==> config.mk <==
export PLATFORM = sky130hd
export DESIGN_NAME = muldiv_unit
export DESIGN_NICKNAME = d
export VERILOG_FILES = /design/src/rtl/muldiv_unit.sv
export SDC_FILE = /design/constraint.sdc
export NUM_CORES = 1
export LEC_CHECK = 0
export CAP_MARGIN = 20
export CORE_MARGIN = 4
export CORE_UTILIZATION = 45
export CTS_CLUSTER_SIZE = 20
export DETAILED_ROUTE_END_ITERATION = 8
export MAX_ROUTING_LAYER = met4
export PLACE_DENSITY_LB_ADDON = 0.12
export SYNTH_ARGS = -nofsm -noshare
export SYNTH_HDL_FRONTEND = slang
export SYNTH_SLANG_ARGS = --single-unit
==> constraint.sdc <==
create_clock -name clk -period 4.4 [get_ports clk]
set_input_delay 0.88 -clock clk [delete_from_list [all_inputs] [get_ports clk]]
set_output_delay 0.88 -clock clk [all_outputs]
set_load 0.005 [all_outputs]
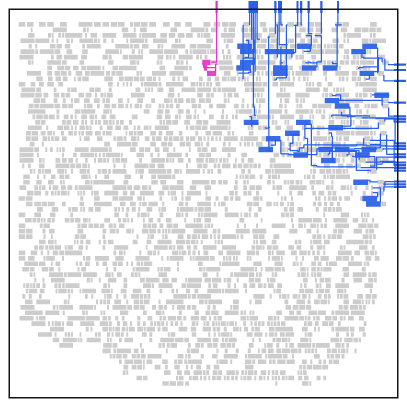
(wires at chosen ports, followed through buffers)
Scale: 2 px per micron.
magenta -> startE  # bits 1, direction input, edge north, end cells 3, wire 43.1 microns
blue -> hi  # bits 32, direction output, edge 19 east, 13 north, end cells 32, wire 1,230 microns
I/O pins: 136
count of buffers from port buffering: 135

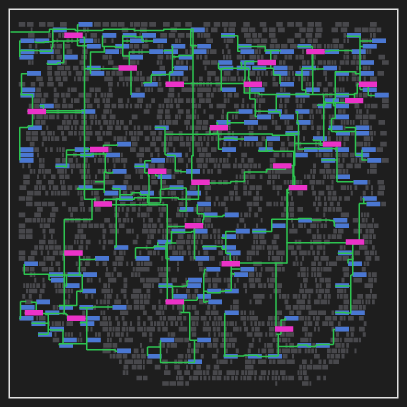
(routed clock nets over the placement)
Scale: 2 px per micron.
green -> clock wires  # length 3,150 microns
magenta -> clock-net drivers  # count 25
blue -> flip-flops  # count 204
flops lie = all over the die
routed clock nets = 26
power share of the clock group: 37.8%
Skew-Pair Late Insertion Delay: 0.56 ns
reported clock group power: 2.03 mW

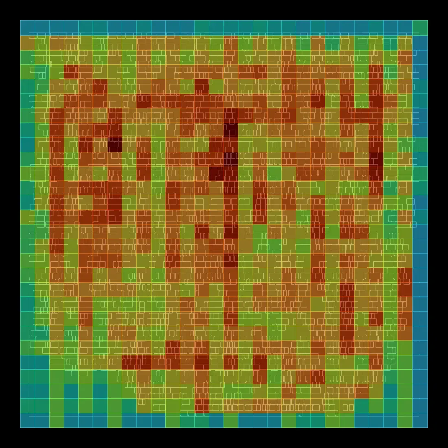
(routing congestion)
grt met1 use: 42.5%
met2 track demand over resource: 50.3%

==> impl_results.rst <==
Synthesis and place-and-route
=============================

.. list-table::
   :header-rows: 1

   * - Metric
     - Value
   * - Status
     - finished, final reports clean
   * - Via count of the first global-routing pass
     - about 16,000
   * - Proportion of synthesized area in mux cells
     - 3.04%
   * - Number of levels the H-tree was split into
     - 1
   * - All-Layer GR Usage
     - between 30% and 40%
   * - Filler Cells Inserted
     - around 3,300
   * - Clock sinks
     - between 200 and 250
   * - Clock transition time at the flip-flop clock pins of the worst setup and hold paths
     - about 0.060 ns
   * - Required time reported for the critical path endpoint
     - ~4.8 ns
   * - CP delay by family, top
     - simple AND/OR/NAND/NOR gates
   * - Avg Cell Area, Syn
     - about 7.3 sq um
   * - Share of flip-flops with an asynchronous set or reset after synthesis
     - 0%
   * - Top cells by area
     - sky130_fd_sc_hd__dfxtp_1, sky130_fd_sc_hd__a21oi_1, sky130_fd_sc_hd__xnor2_1
   * - Cell type taking the most area
     - multi-input combinational cells
   * - Worst voltage drop across the vdd grid
     - 0.000362 V
   * - Count of max-cap constraint violations
     - 0
   * - Cell types with the highest counts after synthesis
     - sky130_fd_sc_hd__nand2_1, sky130_fd_sc_hd__a21oi_1, sky130_fd_sc_hd__nor2_1, sky130_fd_sc_hd__dfxtp_1, sky130_fd_sc_hd__clkbuf_1
   * - Hold Slack
     - about 0.45 ns
   * - Synthesized Nets
     - between 2,000 and 2,500
   * - Min-Delay Path Depth
     - 2
   * - Clock network area share
     - between 4 and 5%
   * - Global-route wire length before repair
     - 93,700 microns
   * - Synthesized netlist cell count
     - between 2,000 and 2,500
   * - Power per cell area
     - slightly below 300 nW/um^2
   * - Crit Path Max Fanout
     - 8
   * - Clock Path Buffers
     - 3
   * - Critical Path, Cell by Cell
     - or4_1 > or4_1 > or4_4 > or4_4 > and2_1 > o41ai_4 > xnor2_1 > mux2i_1 > a2111oi_1
   * - Final Wtd Congestion
     - slightly below 1
   * - Drt first-iter violations
     - roughly 1,900
   * - Placement Rows
     - ~67
   * - Number of nets in the layout
     - between 2,000 and 2,500
   * - Max stage delay on crit path
     - around 0.64 ns
   * - Synthesized-area fraction occupied by ao, oa, aoi and oai cells
     - between 20% and 30%
   * - Internal Pwr Total
     - between 3 and 4 mW
   * - Antenna violations before repair
     - 2
   * - Registers
     - around 200
   * - Startpoint type of the worst setup path
     - flip-flop
   * - Post-route DRC
     - 0
   * - Number of ordinary and repair buffers in the finished layout
     - about 200
   * - Number of enable flip-flop cells
     - 0
   * - Post-synthesis sequential element count
     - approximately 200
   * - Top logic cell family in the synthesized netlist
     - AND-OR/OR-AND gates
   * - Total count of max-transition violations in the final report
     - 0
   * - Share of the clock period used by the worst path after layout
     - between 80% and 90%
   * - Total wire length after detailed routing
     - 61,600 microns
   * - Relative max-transition margin
     - 38.0%
   * - Horizontal die dimension
     - 194 microns
   * - Setup repair after global routing missed its margin
     - no
   * - Number of buffers inserted by post-CTS setup repair
     - 0
   * - Hold-fix buffers, CTS
     - 0
   * - Die extent in y
     - around 190 microns
   * - Logic cell area
     - between 10,000 and 15,000 sq um
   * - Area fraction in full adders, half adders and majority gates
     - 5.91%
   * - DP Wirelength
     - between 40,000 and 50,000 microns
   * - Clock tree from TritonCTS
     - yes
   * - Taps Inserted
     - roughly 450
   * - Largest type area fraction
     - 26.4%
   * - Area added between synthesis and finish
     - 17.4%
   * - Register share of the cell area
     - 22.5%
   * - Clock period minus worst slack
     - between 3 and 4 ns
   * - Signal arrival time at the worst endpoint
     - ~4.4 ns
   * - Yosys top cell by area
     - sky130_fd_sc_hd__dfxtp_1
   * - Number of cells in the yosys synthesis report
     - between 2,000 and 2,500
   * - Detail-routed net length per standard cell
     - 23.0 microns
   * - Warning total across the stage logs
     - 28
   * - Combinational share of cell area
     - 58.2%
   * - Number of logic gates
     - about 1,700
   * - Worst-case reg-to-reg path depth
     - 9
   * - Init Core Util
     - 45.9%
   * - Net Sw Frac
     - 33.0%
   * - Most frequent cell after synthesis
     - sky130_fd_sc_hd__nand2_1
   * - Cell at the root of the clock tree
     - sky130_fd_sc_hd__clkbuf_16
   * - Placeable core area
     - around 34,000 sq um
   * - Leak Pwr
     - 6.87 nW
   * - CLK BUF
     - 35
   * - Num CTS Buffers
     - 25
   * - Logic depth of the worst setup path including buffers
     - 9
   * - Portion of the layout cell area used by non-clock buffers
     - 10.5%
   * - WS Path Type
     - flip-flop to flip-flop
   * - Slowest library cell on the worst path
     - sky130_fd_sc_hd__or4_1
   * - Final-report setup violation count
     - 0
   * - Via count
     - ~17,000
   * - Post-synthesis sequential area ratio
     - 26.4%
   * - Layout cell share with drive strength beyond 1
     - around 6.1%
   * - Sum of buffers and inverters on the critical path
     - 0
   * - Top flip-flop cell by instance count after synthesis
     - sky130_fd_sc_hd__dfxtp_1
   * - Via density per instance
     - about 6.2
   * - Simple-gate area share of the yosys netlist
     - between 20 and 25%
   * - Resize count post-CTS
     - 0
   * - Number of inserted diodes
     - 0
   * - Unique cell type count in the Yosys netlist
     - 68
   * - Xor-xnor portion of the synthesized cell area
     - under 10%
[cell usage in the layout, fill, tap and decap left out, types with 29 or more instances in the layout]
cell type	netlist	final
sky130_fd_sc_hd__nand2_1	260	260
sky130_fd_sc_hd__a21oi_1	253	253
sky130_fd_sc_hd__nor2_1	239	238
sky130_fd_sc_hd__dfxtp_1	204	203
sky130_fd_sc_hd__clkdlybuf4s50_1	0	133
sky130_fd_sc_hd__xnor2_1	116	116
sky130_fd_sc_hd__o21ai_0	112	111
sky130_fd_sc_hd__a211oi_1	74	74
sky130_fd_sc_hd__ha_1	70	70
sky130_fd_sc_hd__inv_1	69	69
sky130_fd_sc_hd__buf_4	0	69
sky130_fd_sc_hd__xor2_1	55	55
sky130_fd_sc_hd__nor3_1	49	48
sky130_fd_sc_hd__mux2i_1	47	47
sky130_fd_sc_hd__o221ai_1	43	43
sky130_fd_sc_hd__o211ai_1	29	29
sky130_fd_sc_hd__a21o_1	29	29
[metrics by stage]
step	setup slack, ns	power (mW)	util [%]	cell area [sq um]	cells
detailed placement	0.490	3.34	51.5	17400	2632
global placement	0.511	3.33	51.4	17400	2631
CTS	0.484	5.37	53.8	18200	2677
finish	0.459	5.37	53.8	18200	2678
floorplan	0.706	2.86	-	15500	2133
global route	0.264	5.59	53.8	18200	2678
[per-layer routing]
layer  part of all wire [%]  vias up  global-route usage, %
met2                     45      712                   50.3
met4                    3.4        0                   8.76
met3                    7.9      141                   6.00
met1                     44     7936                   42.5
li1                       -     7838                      -
met5                      0        -                      -
[power by group through the flow]
stage	combinational, mW	sequential, mW	clock, mW
6_report	1.32	2.02	2.03
5_1_grt	1.43	2.03	2.13
4_1_cts	1.30	2.01	2.06
3_5_place_dp	1.29	2.06	0
3_3_place_gp	1.28	2.05	0
2_1_floorplan	0.846	2.01	0
Power is estimated from default activity; no workload was simulated.
